==> config.mk <==
export PLATFORM = sky130hd
export DESIGN_NAME = mult_seq_arbiter
export DESIGN_NICKNAME = d
export VERILOG_FILES = /design/src/rtl/mult_seq_arbiter.sv
export SDC_FILE = /design/constraint.sdc
export NUM_CORES = 1
export LEC_CHECK = 0
export ABC_CLOCK_PERIOD_IN_PS = 2500
export CAP_MARGIN = 10
export CORE_ASPECT_RATIO = 0.75
export CORE_UTILIZATION = 50
export DETAILED_ROUTE_END_ITERATION = 7
export PLACE_DENSITY_LB_ADDON = 0.08
export REMOVE_ABC_BUFFERS = 1
export SLEW_MARGIN = 20
export SYNTH_ARGS = -nofsm -noshare
export SYNTH_HDL_FRONTEND = slang
export SYNTH_SLANG_ARGS = --single-unit
==> constraint.sdc <==
create_clock -name clk -period 2.5 [get_ports clk]
set_input_delay 0.25 -clock clk [delete_from_list [all_inputs] [get_ports clk]]
set_output_delay 0.25 -clock clk [all_outputs]
set_load 0.1 [all_outputs]
==> src/rtl/mult_seq_arbiter.sv <==
// Two-requester round-robin front end for a shift-add WIDTH x WIDTH unsigned multiplier.
// Optional macro EARLY_TERM_EN ends RUN as soon as the remaining multiplier bits are zero.
module mult_seq_arbiter #(
   parameter int unsigned WIDTH = 8
) (
   input  logic                 clk,
   input  logic                 rst,
   input  logic                 req0_valid,
   output logic                 req0_ready,
   input  logic [WIDTH-1:0]     req0_a,
   input  logic [WIDTH-1:0]     req0_b,
   input  logic                 req1_valid,
   output logic                 req1_ready,
   input  logic [WIDTH-1:0]     req1_a,
   input  logic [WIDTH-1:0]     req1_b,
   output logic                 res_valid,
   input  logic                 res_ready,
   output logic [2*WIDTH-1:0]   res_data,
   output logic                 res_id
);

   localparam int unsigned CW = (WIDTH > 1) ? $clog2(WIDTH) : 1;

   typedef enum logic [1:0] {IDLE, RUN, DONE} state_t;

   state_t               state;
   logic                 ptr;
   logic                 id;
   logic [WIDTH-1:0]     a_reg;
   logic [2*WIDTH-1:0]   b_sh;
   logic [2*WIDTH-1:0]   acc;
   logic [CW-1:0]        cnt;

   logic                 grant0;
   logic                 grant1;
   logic [2*WIDTH-1:0]   acc_sum;
   logic [WIDTH-1:0]     a_next;
   logic                 run_last;

   // ptr holds the last served requester; the other one wins a tie
   always_comb begin
      grant0 = 1'b0;
      grant1 = 1'b0;
      if (state == IDLE) begin
         if (req0_valid && (!req1_valid || ptr))
            grant0 = 1'b1;
         else if (req1_valid)
            grant1 = 1'b1;
      end
   end

   assign req0_ready = grant0;
   assign req1_ready = grant1;

   always_comb begin
      acc_sum  = acc + (a_reg[0] ? b_sh : '0);
      a_next   = a_reg >> 1;
`ifdef EARLY_TERM_EN
      run_last = (cnt == CW'(WIDTH - 1)) || (a_next == '0);
`else
      run_last = (cnt == CW'(WIDTH - 1));
`endif
   end

   always_ff @(posedge clk or negedge rst) begin
      if (!rst) begin
         state     <= IDLE;
         ptr       <= 1'b1;
         id        <= 1'b0;
         a_reg     <= '0;
         b_sh      <= '0;
         acc       <= '0;
         cnt       <= '0;
         res_valid <= 1'b0;
         res_data  <= '0;
         res_id    <= 1'b0;
      end else begin
         case (state)
            IDLE: begin
               if (grant0 || grant1) begin
                  a_reg <= grant1 ? req1_a : req0_a;
                  b_sh  <= {{WIDTH{1'b0}}, (grant1 ? req1_b : req0_b)};
                  acc   <= '0;
                  cnt   <= '0;
                  id    <= grant1;
                  state <= RUN;
               end
            end
            RUN: begin
               acc   <= acc_sum;
               a_reg <= a_next;
               b_sh  <= b_sh << 1;
               cnt   <= cnt + 1'b1;
               // result registers load with the final sum so they are valid on DONE entry
               if (run_last) begin
                  state     <= DONE;
                  res_valid <= 1'b1;
                  res_data  <= acc_sum;
                  res_id    <= id;
               end
            end
            DONE: begin
               if (res_ready) begin
                  ptr       <= id;
                  state     <= IDLE;
                  res_valid <= 1'b0;
                  res_data  <= '0;
                  res_id    <= 1'b0;
               end
            end
            default: state <= IDLE;
         endcase
      end
   end

endmodule

==> out/results.ini, run 1 <==
[die]
rows=26
core-area_sq_um=6860
ioPinCount=57
dieHeight_um=75.3
initCoreUtil_pct=52.1
die_w_um=99.7
dieArea_sq_um=7500

[drt]
vias_per_cell=5.61
first_pass_iters=4
ant_nets=0
wl_um=8410
dr_total_vias=2821
drtIter0Drc=115
drc=0
wl_per_cell_um=16.7

[final_timing]
finalCritPeriodShare_pct=96.5
final-max-slew-violation-count=0
worst_slew_pin_slew_ps=803
hold_violations=0
setup_viol=0
clock_skew_ps=13.8
fmax_ghz=0.415
maxSlewHeadroom_pct=46.5
period_needed_ps=2410

[clock_network]
clk_latency_ps=350
htreeDepth=3
cts_tree=yes
clkSinkCount=65
cts_root_buf=clkbuf_8
cts_made_buffers=9
clk_pin_slew_ps=70
clk_path_buf_depth=2

[place]
post-dp-hpwl_um=5910
gp_congestion=0.892
placed_cell_area_sq_um=4210
placed_cells=487
numPortBuffers=56

[synth]
ys_area_sq_um=3580
flop_cell=dfrtp_1
ys_cells=339
synth_seq_share_pct=45.5
synth.distinct_cells=49
yosys_warnings=0
synth_flops=65
syn_area_per_cell_sq_um=10.6
edf_count=0
synthArstFlopShare_pct=100
netlist_area_sq_um=3580
synthCells=339

[setup_path]
path_cells=and2_1, ha_1, fa_2, a21o_2, a31oi_2, nor2_1, a21oi_2, mux2_2, o21ai_0
cp_max_fo=3
crit_path_start_kind=register
required_ps=2760
worstRegToRegCells=9
end_kind=register
max_stage_delay_ps=400
cp.arrival_ps=2680
crit_type=reg2reg
critPathSlowestCell=dfrtp_1

[grt]
gr-usage-all-layers_pct=24.7
grt_max_degree=66
grt_pass1_vias=2715
grt_pass1_wl_um=13800
overflow=0
antenna_found_initial=0

[status]
outcome=finished clean

[cells_and_area]
area_growth_syn_to_layout_pct=24.6
fin_util_pct=64.9
final_cell_area_sq_um=4460
diodes=0
lay_top_count=dfrtp_1
drive_gt1_share_pct=17.8
reg.largest.list=acc (16), b_sh (16), res_data (16)
fin_cells=503
lay_top_cells=dfrtp_1 (64), clkdlybuf4s50_1 (35), o21ai_0 (33), buf_4 (33), a22o_1 (29)
fin_nets=455

[power]
ir_worst_vdd_mv=0.566
leakage_nw=2.15
power_density_nw_per_um2=1300

[run]
drv_cap=0
tool_warnings=25

[hold_path]
min_path_type=in2async

## run 1: report_power, final
| part | switching [W] | leakage, nW | total, W | internal [W] |
|---|---|---|---|---|
| sequential | 0.000318 | 0.837 | 0.00180 | 0.00149 |
| clock | 0.000433 | 0.0847 | 0.000895 | 0.000462 |
| combinational | 0.00205 | 1.22 | 0.00308 | 0.00104 |
| total | 0.00280 | 2.15 | 0.00578 | 0.00298 |
## run 1: metrics by stage
stage | hold slack [ps] | total power [W] | worst slack [ps] | TNS (ps)
floorplan | -45.6 | 0.00395 | -629 | -21290
global placement | 466 | 0.00481 | 88.0 | 0
detailed placement | 473 | 0.00485 | -19.2 | -19.2
CTS | 116 | 0.00577 | 20.8 | 0
global route | 161 | 0.00614 | -11.6 | -20.9
finish | 81.9 | 0.00578 | 87.6 | 0
## run 1: per-layer routing
metal	wire length, um	part of all wire [%]	vias to the layer above	global-route usage (%)
met2	3580	43	77	39.2
met5	0	0	-	0
met1	4290	51	1347	34.7
li1	-	-	1386	-
met3	433	5.1	11	5.48
met4	101	1.2	0	6.37
## run 1: critical path, delay by kind of cell, from the launching register on
kind | cells | cell delay (ps)
AND/OR/NAND/NOR | 2 | 290
multiplexers | 1 | 350
adder cells (fa/ha/maj) | 2 | 560
flip-flops | 1 | 400
AND-OR/OR-AND | 4 | 740
## run 1: final timing paths
path	start	to	slack, ps
max	b_sh[0]	res_data[14]	90
min	rst	acc[1]	80
max reg2reg	b_sh[0]	res_data[14]	90
min reg2reg	res_data[7]	res_data[7]	480
max in group asynchronous	rst	res_data[13]	1900
min in group clk	res_data[7]	res_data[7]	480
## run 1: repair_timing
action | in CTS | in global routing
hold buffers | 0 | 0
resized | 1 | 10
setup buffers | 0 | 0
setup endpoints to repair | 2 | 8
cloned | 0 | 0
## run 1: kinds of logic after synthesis
| logic type | after synthesis | synth area share, % |
|---|---|---|
| muxes | 20 | 5.67 |
| DFF | 65 | 45.5 |
| buffers and inverters | 26 | 4.83 |
| AOI/OAI and AO/OA | 124 | 23.9 |
| adders and majority gates | 18 | 6.51 |
| and+or+nand+nor | 73 | 10.5 |
| xor gates and xnor gates | 13 | 3.18 |
## run 1: synth_stat cells, drive strengths merged, types with 3 or more instances
cell	n	area share, %
and3	3	0.52
a21oi	14	2.1
ha	17	5.9
xor2	7	1.7
a22oi	17	3.6
nand2	21	2.2
nand2b	4	0.70
xnor2	6	1.5
and2	18	3.3
dfrtp	64	45
nor2	9	0.94
a31oi	4	0.70
a21o	8	1.7
buf	11	2.7
nand3	7	0.98
a22o	29	7.1
nand4	4	0.70
a211oi	3	0.63
o21ai	36	5.1
inv	5	0.52
clkbuf	10	1.6
mux2i	18	5.0
nor3	3	0.42
## run 1: final cells by class
cell class / instances / area (sq um)
fill: 575 / 2410
multi-input combinational: 248 / 1850
sequential: 65 / 1630
timing repair buffer: 71 / 643
clock buffer: 10 / 128
tap: 98 / 123
clock inverter: 6 / 68.8
inverter: 5 / 18.8
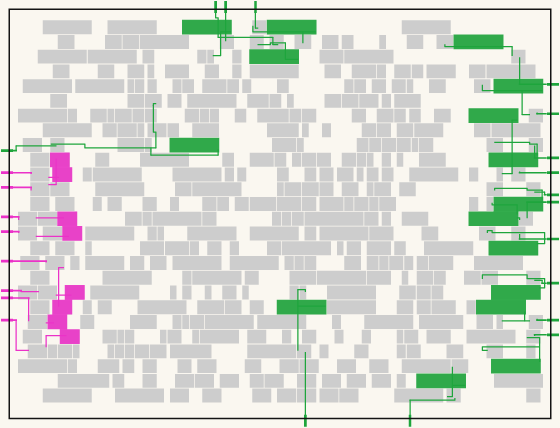
**Above:** run 1 (I/O nets highlighted).
| colour | port | bits | direction | edge | end cells | buffers | wire |
|---|---|---|---|---|---|---|---|
| green | res_data | 16 | output | 10 east, 3 north, 2 south, 1 west | 16 | 16 | 334 um |
| magenta | req0_a | 8 | input | west | 8 | 8 | 74.7 um |

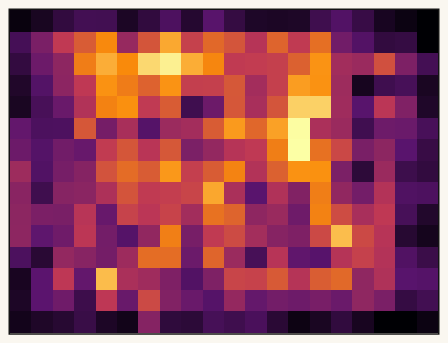
**Above:** run 1 (wiring heat map).
The die is cut into 20 by 15 equal tiles; black is low, pale yellow is high, scaled to the fullest tile. Values are wire area over tile area, all layers added.
mean over tiles: 0.18
densest ninth of the die: centre
nearly empty tiles: 1.3%
fullest tile: 0.45
tiles over half the peak: 32%

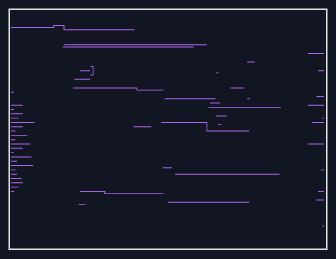
**Above:** run 1 (the metal 3 layer).
longest straight run: 44.6 um
wire length on this layer: 434 um
nets with wire on the layer: 47
main direction: horizontal
share of all routed wire: 5.2%

==> inputs of run 2 (changes only) <==
- TNS_END_PERCENT: not set -> 1
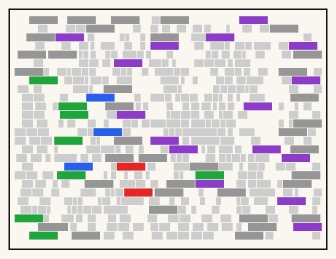
**Above:** run 2 (register map, names as in the netlist).
| colour | netlist name | placed flops |
|---|---|---|
| purple | acc | 16 |
| green | a_reg | 8 |
| blue | cnt | 3 |
| red | state | 2 |
not coloured: 36

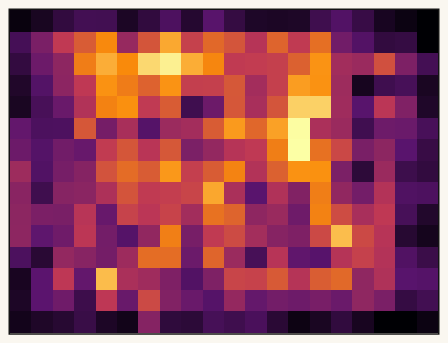
**Above:** run 2 (wiring heat map).
The die is cut into 20 by 15 equal tiles; black is low, pale yellow is high, scaled to the fullest tile. Values are wire area over tile area, all layers added.
fullest tile: 0.45
densest ninth of the die: centre
mean over tiles: 0.18

==> out/results.ini, run 2 <==
[setup_path]
end_kind=register
required_ps=2760
cp.arrival_ps=2680
cp_max_fo=3
crit_path_start_kind=register
crit_type=reg2reg

[drt]
wl_um=8410
drtIter0Drc=115
ant_nets=0
dr_total_vias=2821
vias_per_cell=5.61
first_pass_iters=4
wl_per_cell_um=16.7
drc=0

[place]
post-dp-hpwl_um=5910
numPortBuffers=56
gp_congestion=0.892
dp_worst_setup_slack_ps=-19.2

[synth]
synthTopCellsByArea=dfrtp_1 (45%), a22o_1 (7.1%), ha_1 (5.9%), mux2i_1 (5.0%), o21ai_0 (4.8%)
ys_area_sq_um=3580
synth_seq_share_pct=45.5
synth_top_area_share_pct=44.8
flop_cell=dfrtp_1
synthCells=339
common_cells=dfrtp_1 (64), o21ai_0 (34), a22o_1 (29), nand2_1 (21), mux2i_1 (18)
syn_area_per_cell_sq_um=10.6
ys_cells=339
synth.distinct_cells=49
largest_area_cell=dfrtp_1
yosys_warnings=0
synth_flops=65
netlist_area_sq_um=3580
synthArstFlopShare_pct=100
synth.most_common_cell=dfrtp_1
edf_count=0

[grt]
grt_max_degree=66
grt_pass1_wl_um=13800
antenna_found_initial=0
overflow=0
grt_pass1_vias=2715
gr-usage-all-layers_pct=24.7

[final_timing]
setup_slack_ps=87.6
final-max-slew-violation-count=0
maxSlewHeadroom_pct=46.5
clock_skew_ps=13.8
worst_slew_pin_slew_ps=803
finalCritPeriodShare_pct=96.5
hold_violations=0
fmax_ghz=0.415
period_needed_ps=2410
setup_viol=0

[clock_network]
cts_made_buffers=9
htreeDepth=3
clk_latency_ps=350
clk_path_buf_depth=2
clk_pin_slew_ps=70
cts_tree=yes
cts_root_buf=clkbuf_8
clkSinkCount=65

[run]
tool_warnings=25
drv_cap=0

[cells_and_area]
lay_top_count=dfrtp_1
reg.largest.list=acc (16), b_sh (16), res_data (16)
fin_nets=455
diodes=0
drive_gt1_share_pct=17.8
lay_top_cells=dfrtp_1 (64), clkdlybuf4s50_1 (35), o21ai_0 (33), buf_4 (33), a22o_1 (29)
area_growth_syn_to_layout_pct=24.6

[power]
p_total_w=0.00578
power_switching_w=0.00280
clockPowerShare_pct=15.5
leakage_nw=2.15
power_density_nw_per_um2=1300
ir_worst_vdd_mv=0.566
power_frac_seq_pct=31.2
p_comb_share_pct=53.3
intPower_w=0.00298
swShare_pct=48.4

[status]
outcome=finished clean

[die]
ioPinCount=57
core-area_sq_um=6860
dieHeight_um=75.3
rows=26
die_w_um=99.7
initCoreUtil_pct=52.1
dieArea_sq_um=7500

[hold_path]
min_path_type=in2async

run 2: routing by layer:
layer | wire length, um | vias up | GRT usage [%]
met5 | 0 | - | 0
met4 | 101 | 0 | 6.37
met3 | 433 | 11 | 5.48
met2 | 3580 | 77 | 39.2
met1 | 4290 | 1347 | 34.7
li1 | - | 1386 | -
run 2: area by class of cell:
| class | count | area [sq um] |
|---|---|---|
| sequential | 65 | 1630 |
| timing repair buffer | 71 | 643 |
| multi-input combinational | 248 | 1850 |
| fill | 575 | 2410 |
| clock buffer | 10 | 128 |
| clock inverter | 6 | 68.8 |
| tap | 98 | 123 |
| inverter | 5 | 18.8 |
run 2: logic make-up after synthesis:
logic type,count (synthesis),synth area share (%)
AND/OR/NAND/NOR,73,10.5
XOR/XNOR,13,3.18
buffers and inverters,26,4.83
multiplexers,20,5.67
adder cells (fa/ha/maj),18,6.51
flip-flops,65,45.5
AND-OR/OR-AND,124,23.9
run 2: what timing repair did:
action | 4_1_cts | 5_1_grt
gates cloned | 0 | 0
hold buffers | 0 | 0
endpoints found under the setup margin | 2 | 8
gates resized | 1 | 10
setup buffers | 0 | 0
run 2: path summary, 6_finish.rpt:
| kind | depth (start not counted) | to | slack [ps] | from |
|---|---|---|---|---|
| max | 9 | res_data[14] | 90 | b_sh[0] |
| min | 2 | acc[1] | 80 | rst |
| max reg2reg | 9 | res_data[14] | 90 | b_sh[0] |
| min reg2reg | 2 | res_data[7] | 480 | res_data[7] |
| max in group asynchronous | 2 | res_data[13] | 1900 | rst |
| min in group clk | 2 | res_data[7] | 480 | res_data[7] |
run 2: critical path, cell delays in order, from the launching register on:
cell	delay, ps
dfrtp_1	400
and2_1	170
ha_1	200
fa_2	360
a21o_2	210
a31oi_2	230
nor2_1	120
a21oi_2	160
mux2_2	350
o21ai_0	140
run 2: metrics by stage:
stage	setup TNS (ps)	area [sq um]	hold slack (ps)	utilization [%]	instances
after floorplan	-21290	3420	-45.6	-	318
after global placement	0	4210	466	61.3	487
after detailed placement	-19.2	4210	473	61.3	487
after CTS	0	4410	116	64.2	503
after global routing	-20.9	4460	161	64.9	503
final	0	4460	81.9	64.9	503
run 2: power by group through the flow:
stage	registers, W	logic, W	clock network, W
2_1_floorplan	0.00260	0.00135	0
3_3_place_gp	0.00181	0.00300	0
3_5_place_dp	0.00182	0.00304	0
4_1_cts	0.00180	0.00306	0.000916
5_1_grt	0.00186	0.00334	0.000947
6_report	0.00180	0.00308	0.000895
==> inputs of run 3 (changes only) <==
- ABC_CLOCK_PERIOD_IN_PS: 2500 -> not set
- DONT_BUFFER_PORTS: not set -> 1
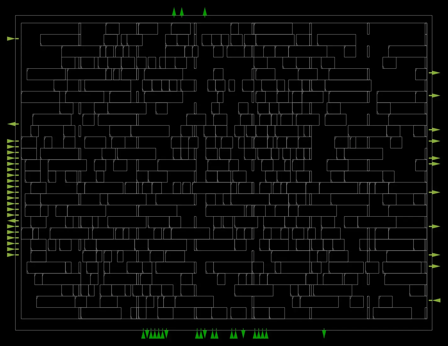
**Above:** run 3 (cell placement).
Final Core Density: 60.1%
Fill cells: 595

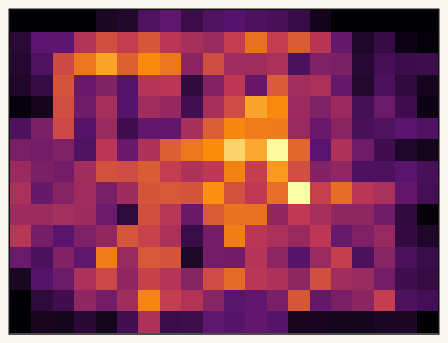
**Above:** run 3 (wiring heat map).
The die is cut into 20 by 15 equal tiles; black is low, pale yellow is high, scaled to the fullest tile. Values are wire area over tile area, all layers added.
mean over tiles: 0.17
fullest tile: 0.47
tiles over half the peak: 24%

==> out/results.ini, run 3 <==
[power]
ir_worst_vdd_mv=0.897
swShare_pct=47.6
clockPowerShare_pct=17.0
p_comb_share_pct=46.6
power_frac_seq_pct=36.4
leakage_nw=2.03
power_density_nw_per_um2=1400

[synth]
synthTopCellsByArea=dfrtp_1 (45%), a22o_1 (7.1%), ha_1 (5.9%), mux2i_1 (5.0%), o21ai_0 (4.8%)
yosys_warnings=0
synth.distinct_cells=49
synth.most_common_cell=dfrtp_1
synth_seq_share_pct=45.5
largest_area_cell=dfrtp_1
edf_count=0
synthCells=339
netlist_area_sq_um=3580
ys_area_sq_um=3580
syn_area_per_cell_sq_um=10.6
ys_cells=339

[cells_and_area]
area_growth_syn_to_layout_pct=15.2
fin_nets=420
drive_gt1_share_pct=18.6
reg.largest.list=acc (16), b_sh (16), res_data (16)
diodes=0
lay_top_cells=dfrtp_1 (64), buf_4 (33), o21ai_0 (32)
lay_top_count=dfrtp_1

[final_timing]
setup_viol=0
clock_skew_ps=10.6
timing.setup.tns_ps=0
whs_ps=96.3
hold_violations=0
worst_slew_pin_slew_ps=913
fmax_ghz=0.415
final-max-slew-violation-count=0
finalCritPeriodShare_pct=96.4
setup_slack_ps=90.2

[setup_path]
end_kind=register
critical_path_buf_inv_count=0
critPathSlowestCell=dfrtp_1
cpLargestDelayFamily=AND-OR/OR-AND gates
r2r_end=res_data[14]
required_ps=2740
crit_type=reg2reg
cp_max_fo=3
crit_path_start_kind=register
path_cells=and2_1, ha_1, fa_2, a21o_2, a31oi_2, nor2_2, a21oi_2, mux2_2, o21ai_0
cp.arrival_ps=2640
critPathLaunch=b_sh[0]
ff2ff_setup_slack_ps=90
max_stage_delay_ps=390
worstRegToRegCells=9

[clock_network]
cts_root_buf=clkbuf_8
clk_path_buf_depth=2
clk_latency_ps=330
clk_pin_slew_ps=70
htreeDepth=3
cts_made_buffers=9
clkSinkCount=65

[drt]
drc=0
wl_per_cell_um=17.4
vias_per_cell=5.84
wl_um=8140
first_pass_iters=4
drtIter0Drc=121
dr_total_vias=2732

[hold_path]
min_from=req1_valid
hold_path_depth=2
min_path_type=in2reg

[grt]
met1_usage_pct=36.4
grt_util_met3_pct=5.11
antenna_found_initial=0
grt-busiest-layer=met1
overflow=0
grt_pass1_wl_um=13300
gr-usage-all-layers_pct=23.5
grt_max_degree=66

[place]
dp_worst_setup_slack_ps=-9.27
gp_congestion=0.903
post-dp-hpwl_um=5650

[die]
initCoreUtil_pct=52.1
die_w_um=99.7
dieHeight_um=75.3
core-area_sq_um=6860
rows=26
dieArea_sq_um=7500

[status]
outcome=finished clean

## run 3: per-stage QoR
stage / area, sq um / instances / power, W
after floorplan: 3420 / 318 / 0.00395
after global routing: 4120 / 468 / 0.00616
after global placement: 3800 / 448 / 0.00467
after CTS: 4070 / 467 / 0.00574
after detailed placement: 3800 / 448 / 0.00471
final: 4120 / 468 / 0.00577
## run 3: cells by family (layout without fill, tap and decap cells)
kind of cell,Yosys count,in the layout,synth area share (%)
flops,65,65,45.5
buf+inv,26,57,4.83
compound gates,124,124,23.9
fa+ha+maj,18,18,6.51
xor+xnor,13,13,3.18
simple gates,73,73,10.5
mux,20,20,5.67
## run 3: worst max path at each step
stage,end,cells after the start
after floorplan,acc[15],3
after global placement,acc[14],9
after detailed placement,acc[14],9
after CTS,acc[14],9
after global routing,acc[15],10
final,res_data[14],9
## run 3: power groups by stage
stage | registers [W] | logic, W | clock network, W
final | 0.00210 | 0.00269 | 0.000978
after global placement | 0.00210 | 0.00257 | 0
after global routing | 0.00216 | 0.00295 | 0.00105
after floorplan | 0.00260 | 0.00135 | 0
after detailed placement | 0.00211 | 0.00260 | 0
after CTS | 0.00209 | 0.00264 | 0.00101
## run 3: layer usage
| metal | wire length [um] | share of wire, % |
|---|---|---|
| met1 | 4270 | 52 |
| met3 | 351 | 4.3 |
| met2 | 3480 | 43 |
| met4 | 40 | 0.49 |
| met5 | 0 | 0 |
## run 3: timing repair
item | in CTS | in global routing
resized | 0 | 11
hold buffers | 3 | 0
endpoints found under the hold margin | 66 | 0
setup buffers | 0 | 1
setup endpoints to repair | 0 | 7
## run 3: area by class of cell
type	instances	area [sq um]	area share (%)
Multi-Input combinational cell	248	1840	44.6
Tap cell	98	123	2.97
Clock buffer	11	141	3.43
Clock inverter	5	78.8	1.91
Inverter	5	18.8	0.455
Timing Repair Buffer	36	295	7.16
Sequential cell	65	1630	39.5
Power and IR drop assume default switching activity.
